### Gate-type map, run 1

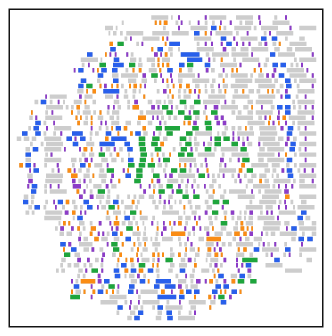
### Signal wires on met2, run 1

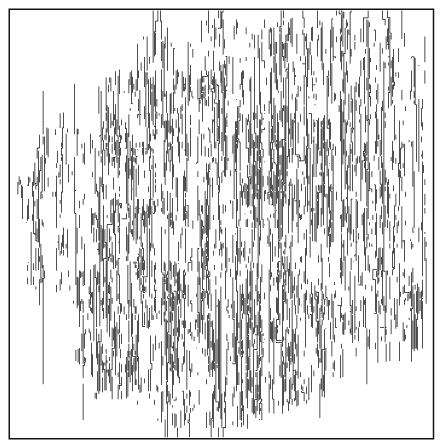
### Clock routing, run 1

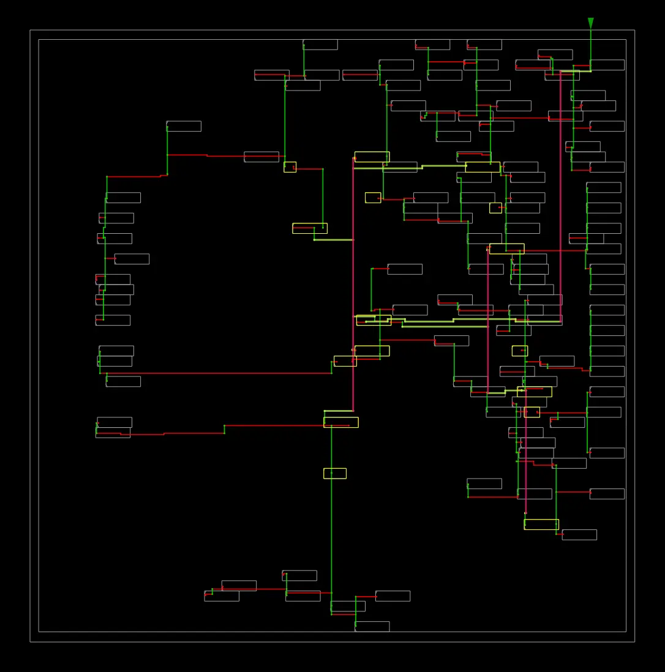
===== src/rtl/itof_pipe.sv =====
// itof_pipe: three-stage signed 32-bit integer to IEEE-754 binary32 converter.
// Stage 1 takes sign and magnitude, stage 2 normalises, stage 3 rounds
// (nearest, ties to even) and packs. All stages advance on one shared enable.
module itof_pipe (
  input  logic        clk,
  input  logic        rstn,
  input  logic [31:0] x,
  input  logic        x_valid,
  output logic        x_ready,
  input  logic        flush,
  output logic [31:0] y,
  output logic        y_valid,
  input  logic        y_ready
);

  // Leading-zero count of a non-zero 32-bit magnitude (result unused for zero).
  function automatic logic [4:0] lzc32(input logic [31:0] v);
    logic [4:0] n;
    logic       found;
    n     = 5'd0;
    found = 1'b0;
    for (int i = 31; i >= 0; i--) begin
      if (!found) begin
        if (v[i]) begin
          found = 1'b1;
        end else begin
          n = n + 5'd1;
        end
      end
    end
    return n;
  endfunction

  logic        en_s;
  logic        xfer_s;

  logic        v1_q, v2_q, v3_q;
  logic        s1_sign_q, s1_zero_q;
  logic [31:0] s1_mag_q;
  logic        s2_sign_q, s2_zero_q;
  logic [31:0] s2_norm_q;
  logic [4:0]  s2_lzc_q;
  logic [31:0] y_q;

  logic [31:0] mag_d;
  logic [4:0]  lzc_d;
  logic [31:0] norm_d;
  logic        rnd_s;
  logic [23:0] man_sum_s;
  logic [7:0]  exp_s;
  logic [31:0] y_d;

  assign en_s    = !v3_q || y_ready;
  assign x_ready = en_s;
  assign xfer_s  = x_valid && en_s;
  assign y       = y_q;
  assign y_valid = v3_q;

  // Stage 1 magnitude; 0 - x of -2^31 wraps to 0x80000000, the correct unsigned |x|.
  always_comb begin
    mag_d = x;
    if (x[31]) begin
      mag_d = 32'd0 - x;
    end else begin
      mag_d = x;
    end
  end

  // Stage 2 normalisation: shift the leading one up to bit 31.
  always_comb begin
    lzc_d  = lzc32(s1_mag_q);
    norm_d = s1_mag_q << lzc_d;
  end

  // Stage 3 round-to-nearest-even on bits 7:0, exponent and pack.
  always_comb begin
    rnd_s     = s2_norm_q[7] & ((|s2_norm_q[6:0]) | s2_norm_q[8]);
    man_sum_s = {1'b0, s2_norm_q[30:8]} + {23'd0, rnd_s};
    // A carry out of the 23-bit field leaves it all-zero and bumps the exponent.
    exp_s     = 8'd158 - {3'd0, s2_lzc_q} + {7'd0, man_sum_s[23]};
    // A normalised non-zero magnitude always has bit 31 set, so either flag marks zero.
    if (s2_zero_q || !s2_norm_q[31]) begin
      y_d = 32'd0;
    end else begin
      y_d = {s2_sign_q, exp_s, man_sum_s[22:0]};
    end
  end

  // Stage valid bits: flush kills everything, otherwise shift on enable.
  always_ff @(posedge clk or negedge rstn) begin
    if (!rstn) begin
      v1_q <= 1'b0;
      v2_q <= 1'b0;
      v3_q <= 1'b0;
    end else if (flush) begin
      v1_q <= 1'b0;
      v2_q <= 1'b0;
      v3_q <= 1'b0;
    end else if (en_s) begin
      v1_q <= xfer_s;
      v2_q <= v1_q;
      v3_q <= v2_q;
    end else begin
      v1_q <= v1_q;
      v2_q <= v2_q;
      v3_q <= v3_q;
    end
  end

  // Stage data registers advance together with the valids and hold on stall.
  always_ff @(posedge clk or negedge rstn) begin
    if (!rstn) begin
      s1_sign_q <= 1'b0;
      s1_zero_q <= 1'b0;
      s1_mag_q  <= 32'd0;
      s2_sign_q <= 1'b0;
      s2_zero_q <= 1'b0;
      s2_norm_q <= 32'd0;
      s2_lzc_q  <= 5'd0;
      y_q       <= 32'd0;
    end else if (en_s) begin
      s1_sign_q <= x[31];
      s1_zero_q <= (x == 32'd0);
      s1_mag_q  <= mag_d;
      s2_sign_q <= s1_sign_q;
      s2_zero_q <= s1_zero_q;
      s2_norm_q <= norm_d;
      s2_lzc_q  <= lzc_d;
      y_q       <= y_d;
    end else begin
      y_q       <= y_q;
    end
  end

endmodule


===== config.mk =====
export PLATFORM = sky130hd
export DESIGN_NAME = itof_pipe
export DESIGN_NICKNAME = d
export VERILOG_FILES = /design/src/rtl/itof_pipe.sv
export SDC_FILE = /design/constraint.sdc
export NUM_CORES = 1
export LEC_CHECK = 0
export CELL_PAD_IN_SITES_DETAIL_PLACEMENT = 1
export CELL_PAD_IN_SITES_GLOBAL_PLACEMENT = 2
export CORE_AREA = 2 2 159 161
export CTS_CLUSTER_DIAMETER = 200
export DETAILED_ROUTE_END_ITERATION = 8
export DIE_AREA = 0 0 161 163
export DONT_BUFFER_PORTS = 1
export HOLD_SLACK_MARGIN = 0.15
export PLACE_DENSITY = 0.95
export RECOVER_POWER = 100
export SLEW_MARGIN = 5
export SYNTH_ARGS = -nofsm -noshare
export SYNTH_HDL_FRONTEND = slang
export SYNTH_SLANG_ARGS = --single-unit

===== constraint.sdc =====
create_clock -name clk -period 34.8 [get_ports clk]
set_clock_uncertainty 0.05 [all_clocks]
set_input_delay 6.96 -clock clk [delete_from_list [all_inputs] [get_ports clk]]
set_output_delay 6.96 -clock clk [all_outputs]
set_load 0.1 [all_outputs]

==> out/qor.csv, run 1 <==
metric;value;unit
aoi share;19.9;%
Gate power share;33.2;%
GR Overflow Total;0;
Mean Syn Cell Area;7.75;µm²
Mapped Nets;1383;
Worst path slowest cell;a21boi_0;
Crit. End Element;flop;
Final Non-Filler Cells;1585;
Top class by area;multi-input combinational cells;
placed cell areas;10300;µm²
area reported by Yosys stat;10200;µm²
floorplan core density;41.3;%
flip-flops with a built-in enable;0;
MaxCap Viol Count;6;
Top Family by Delay on Critical Path;AND-OR/OR-AND gates;
switching pwr;310;µW
Top cells excl fill/tap;204 x nand2_1, 135 x o21ai_0, 110 x nor2_1, 108 x dfrtp_1, 69 x mux2i_1;
HPWL after detailed placement;22200;µm
sequential group share of total power;48.8;%
comb pwr;199;µW
Startpoint Class;flop;
total design power;601;µW
Reg clk slew, reported paths;90;ps
crit path from;s1_mag_q[29];
Main power group;sequential cells;
layout net count;1319;
vias;9221;
cycle use final;55.3;%
Min-Delay Startpoint;s2_norm_q[6];
status;complete, but fails checks;
crit path DAT;19330;ps
Reg area;2700;µm²
R2R Setup Slk;15560;ps
post-CTS setup buffers;0;
Max Slew Vio Count;284;
Top-area cell share;26.5;%
Non-clk bufs;7;
met3 Usage GRT;2.37;%
Async SR Flop Fraction;100;%
adder share;4.52;%
post-route minimum period;19240;ps
share of cells above drive strength 1;4.54;%
sequential area share after synthesis;26.5;%
count of multi-input gates;1088;
Setup TNS Final;0;ps
Syn Std Cell Area;10200;µm²
non-clk buf share;0.353;%
failing checks;capacitance limit, slew limit;
busiest grt layer;met2;
DRC viols;0;
leading area contributor after synthesis;dfrtp_1;
yosys warns;0;
multi-input combinational area share;66.1;%
final WL;29200;µm
TritonRoute pass-1 iters;4;
Critical Path RT;34890;ps
WP depth;84;
CP Capture Point;s2_norm_q[30];
Min Hold Slack;439;ps
Seq area share;25.4;%
Met1 Routed Length;14200;µm
vias per cell;5.82;
placed cell count;1569;
ys cells;1314;
metal3 WL;851;µm
CP Class;flop to flop;
Slew HR;-166;%
## Picture notes: 'Gate-type map'
- orange: nor cells (cells 177)
- purple: nand cells (cells 274; where all over the die)
- blue: xor and xnor cells (cells 120; where all over the die)
- green: mux cells (cells 80)

## Picture notes: 'Signal wires on met2'
- share of all routed wire: 47%
- wire length on this layer: 13,700 µm
- longest straight run: 79.9 µm
- nets with wire on the layer: 1,125

## Picture notes: 'Clock routing'
CLK BUF: 9
CTS Buf Count: 9
Clk. pwr: 109 µW
worst-skew pair later-pin latency: 370 ps

==> inputs of run 2 (changes only) <==
CORE_AREA = 2 2 174 176   (was 2 2 159 161)
DIE_AREA = 0 0 176 178   (was 0 0 161 163)
PLACE_DENSITY = 0.88   (was 0.95)
clock period = 17.5 ns   (was 34.8 ns; I/O delays follow)
### Clock routing, run 2

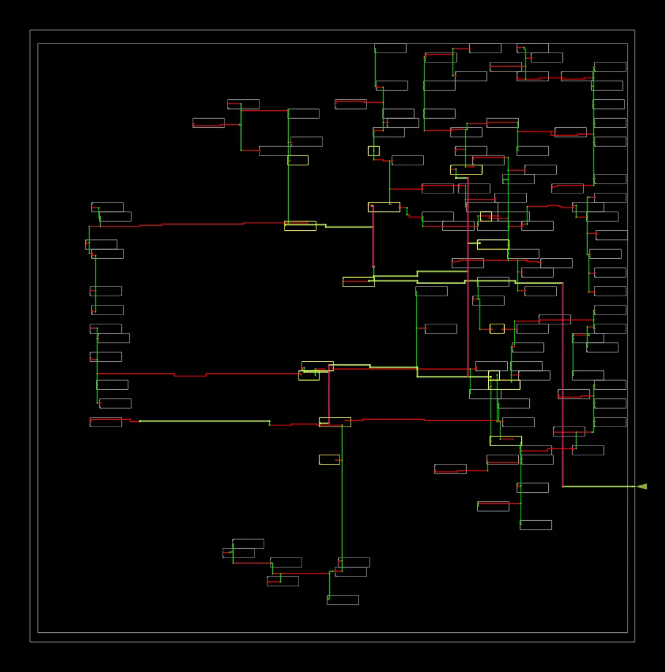
worst-skew pair later-pin latency: 380 ps
CTS sink cnt: 108
Clk. pwr: 223 µW
Seq cells: 108

==> out/qor.csv, run 2 <==
metric;value;unit;change
status;complete, but fails checks;;
failing checks;capacitance limit, slew limit;;
and+or+nand+nor area frac;24.6;%;
Slew @ Worst Pin;2750;ps;
Setup TNS Final;0;ps;unchanged
sequential group share of total power;48.3;%;-0.5 points
Worst path max stage delay;530;ps;
Max Slew Vio Count;72;;-75%
Post-synth top flop;dfrtp_1;;
adder share;4.52;%;unchanged
Clk pwr share;18.4;%;
leading area contributor after synthesis;dfrtp_1;;
Die Span X;176;µm;
Slew HR;-83.2;%;+83 points
vias;9271;;+0.54%
comb pwr;404;µW;+100%
Syn Std Cell Area;10200;µm²;unchanged
Top-area cell share;26.5;%;unchanged
Seq area share;25.0;%;-0.46 points
non-clk buf share;0.948;%;+0.60 points
area reported by Yosys stat;10200;µm²;unchanged
cycle use final;92.3;%;+37 points
R2R Setup Slk;1340;ps;-14,220 ps
achievable frequency;0.0619;GHz;
Non-clk bufs;12;;+5
Reg clk slew, reported paths;90;ps;about the same
Gate power share;33.3;%;about the same
Main power group;sequential cells;;
drt wl/cell;18.7;µm;
Initial DRC Count;676;;
final WL;30900;µm;+6.0%
GR Overflow Total;0;;unchanged
Async SR Flop Fraction;100;%;unchanged
aoi share;19.9;%;unchanged
CTS Buf Count;9;;unchanged
DIE HEIGHT;178;µm;
Min Hold Slack;442;ps;+3.49 ps
flip-flops with a built-in enable;0;;unchanged
Min-Delay Startpoint;s2_zero_q;;
TritonRoute pass-1 iters;5;;+1
DRC viols;0;;unchanged
layout net count;1325;;+0.45%
MaxCap Viol Count;2;;-4
Core ar.;29400;µm²;
Routed Antenna Nets;0;;
comb. cell area;7080;µm²;
worst-path maximum fanout;40;;
Synth-to-Final Area Change;6.24;%;
HPWL after detailed placement;23100;µm;+3.7%
worst r2r src;s1_mag_q[30];;
total design power;1.21;mW;+100%
Mean Syn Cell Area;7.75;µm²;unchanged
placed cell count;1628;;+3.8%
count of different cell masters after synthesis;75;;
Top class by area;multi-input combinational cells;;
crit path from;s1_mag_q[30];;
count of multi-input gates;1089;;+0.092%
ys cells;1314;;unchanged
CTS tree;done;;
Rows;63;;
hold path depth;2;;
Reg area;2700;µm²;unchanged
vias per cell;5.62;;-3.5%
final setup slack of the worst path;1340;ps;
share of cells above drive strength 1;6.11;%;+1.6 points
placed cell areas;10400;µm²;+0.65%
Die Size;31300;µm²;
antenna cells;0;;
CLK BUF;9;;unchanged
Mapped Nets;1383;;unchanged
final setup vio count;0;;
XOR Share, Synth;11.4;%;
Crit. End Element;flop;;
Top cells excl fill/tap;204 x nand2_1, 131 x o21ai_0, 110 x nor2_1, 108 x dfrtp_1, 69 x mux2i_1;;
P_seq;586;µW;
Top Family by Delay on Critical Path;simple AND/OR/NAND/NOR gates;;
Met1 Routed Length;14700;µm;+3.4%
Worst path slowest cell;nor4_2;;
WP depth;85;;+1.2%
yosys warns;0;;unchanged
most numerous logic cell after layout;nand2_1;;
floorplan core density;34.6;%;-6.6 points
crit path DAT;16420;ps;-2910 ps
switching pwr;631;µW;+100%
Startpoint Class;flop;;
Tapcells;390;;
sequential area share after synthesis;26.5;%;unchanged
busiest grt layer;met2;;
multi-input combinational area share;65.4;%;-0.71 points
post-route minimum period;16160;ps;-3080 ps
CP Capture Point;s2_norm_q[27];;
Synth mux share;8.26;%;
Top cells by area;dfrtp_1 27%, nand2_1 7.5%, mux2i_1 6.8%, o21ai_0 6.5%, xor2_1 4.9%;;
Critical Path RT;17760;ps;-17,130 ps
most common cell in the netlist;nand2_1;;
Final Non-Filler Cells;1651;;+4.2%
Pint;582;µW;
post-CTS setup buffers;0;;unchanged
metal3 WL;1170;µm;+37%
CP Class;flop to flop;;
met3 Usage GRT;3.18;%;+0.81 points
==> inputs of run 3 (changes only) <==
CORE_AREA = 2 2 159 161   (was 2 2 174 176)
DIE_AREA = 0 0 161 163   (was 0 0 176 178)
PLACE_DENSITY = 0.95   (was 0.88)
clock period = 20.3 ns   (was 17.5 ns; I/O delays follow)
### Cell sizes after repair, run 3

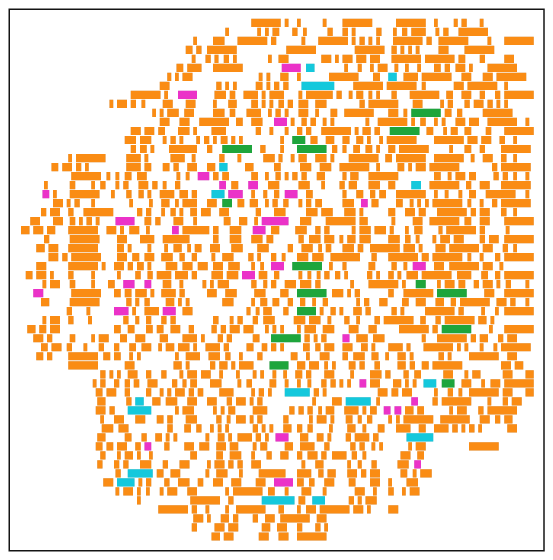
- orange: x1 and smaller (cells 1,193)
- green: x6 and larger (cells 15)
- cyan: x3 and x4 (cells 16)
- magenta: x2 (cells 31)

==> out/qor.csv, run 3 <==
metric;value;unit;change
Core ar.;24700;µm²;-16%
drt wl/cell;18.5;µm;-1.0%
met3 Usage GRT;2.47;%;-0.71 points
busiest grt layer;met2;;
Final Non-Filler Cells;1585;;-4.0%
Worst path max stage delay;970;ps;+440 ps
post-route minimum period;17400;ps;+1240 ps
CP Capture Point;s2_norm_q[0];;
Mapped Nets;1383;;unchanged
area reported by Yosys stat;10200;µm²;unchanged
WP depth;85;;unchanged
Post-synth top flop;dfrtp_1;;
Met1 Routed Length;14300;µm;-2.4%
CTS sink cnt;108;;unchanged
Top cells by area;dfrtp_1 27%, nand2_1 7.5%, mux2i_1 6.8%, o21ai_0 6.5%, xor2_1 4.9%;;
sequential area share after synthesis;26.5;%;unchanged
XOR Share, Synth;11.4;%;unchanged
Rows;58;;-7.9%
Hold Path Class;flop to flop;;
switching pwr;533;µW;-16%
Top-area cell share;26.5;%;unchanged
Max Slew Vio Count;174;;+140%
most common cell in the netlist;nand2_1;;
CTS Buf Count;9;;unchanged
multi-input combinational area share;66.1;%;+0.71 points
crit path from;s1_mag_q[29];;
R2R Setup Slk;2900;ps;+1560 ps
Synth-to-Final Area Change;4.37;%;
non-clk buf share;0.389;%;-0.56 points
cycle use final;85.7;%;-6.6 points
placed cell areas;10300;µm²;-0.65%
Setup TNS Final;0;ps;unchanged
final setup slack of the worst path;2900;ps;+1560 ps
Top class by area;multi-input combinational cells;;
aoi share;19.9;%;unchanged
Crit. End Element;flop;;
Min-Delay Startpoint;s2_norm_q[6];;
adder share;4.52;%;unchanged
crit path DAT;17640;ps;+1220 ps
comb. cell area;7030;µm²;-0.69%
worst r2r src;s1_mag_q[29];;
vias per cell;5.87;;+4.6%
TritonRoute pass-1 iters;5;;unchanged
HPWL after detailed placement;22300;µm;-3.5%
Min Hold Slack;448;ps;+6.14 ps
Synth mux share;8.26;%;unchanged
Seq cells;108;;unchanged
final WL;29400;µm;-5.0%
Syn Std Cell Area;10200;µm²;unchanged
Die Span X;161;µm;-8.5%
Async SR Flop Fraction;100;%;unchanged
Reg clk slew, reported paths;80;ps;about the same
final setup vio count;0;;unchanged
failing checks;capacitance limit, slew limit;;
count of multi-input gates;1088;;-0.092%
antenna cells;0;;unchanged
share of cells above drive strength 1;4.94;%;-1.2 points
worst-path maximum fanout;40;;unchanged
Die Size;26200;µm²;-16%
Non-clk bufs;7;;-5
total design power;1.03;mW;-15%
CTS Hold Bufs;0;;
ys cells;1314;;unchanged
worst-skew pair later-pin latency;360;ps;-20 ps
Pint;497;µW;-15%
Reg area;2700;µm²;unchanged
Gate power share;33.1;%;-0.2 points
Clk pwr share;18.0;%;-0.4 points
and+or+nand+nor area frac;24.6;%;unchanged
flip-flops with a built-in enable;0;;unchanged
status;complete, but fails checks;;
count of different cell masters after synthesis;75;;unchanged
vias;9307;;+0.39%
CP Class;flop to flop;;
Routed Antenna Nets;0;;unchanged
CLK BUF;9;;unchanged
P_seq;504;µW;-14%
Mean Syn Cell Area;7.75;µm²;unchanged
most numerous logic cell after layout;nand2_1;;
Initial DRC Count;604;;-11%
layout net count;1319;;-0.45%
MaxCap Viol Count;3;;+1
RSZ-0062 raised after global routing;no;;
Slew @ Worst Pin;3960;ps;+1220 ps
placed cell count;1569;;-3.6%
comb pwr;341;µW;-16%
leading area contributor after synthesis;dfrtp_1;;
metal3 WL;683;µm;-42%
Clk. pwr;185;µW;-17%
Slew HR;-164;%;-81 points
Synthesized registers;108;;
Seq area share;25.4;%;+0.45 points
Critical Path RT;20530;ps;+2770 ps
DRC viols;0;;unchanged
floorplan core density;41.3;%;+6.6 points
Worst path slowest cell;clkbuf_1;;
GR Overflow Total;0;;unchanged
Top cells excl fill/tap;204 x nand2_1, 135 x o21ai_0, 110 x nor2_1, 108 x dfrtp_1, 69 x mux2i_1;;
Power is estimated from default activity; no workload was simulated.
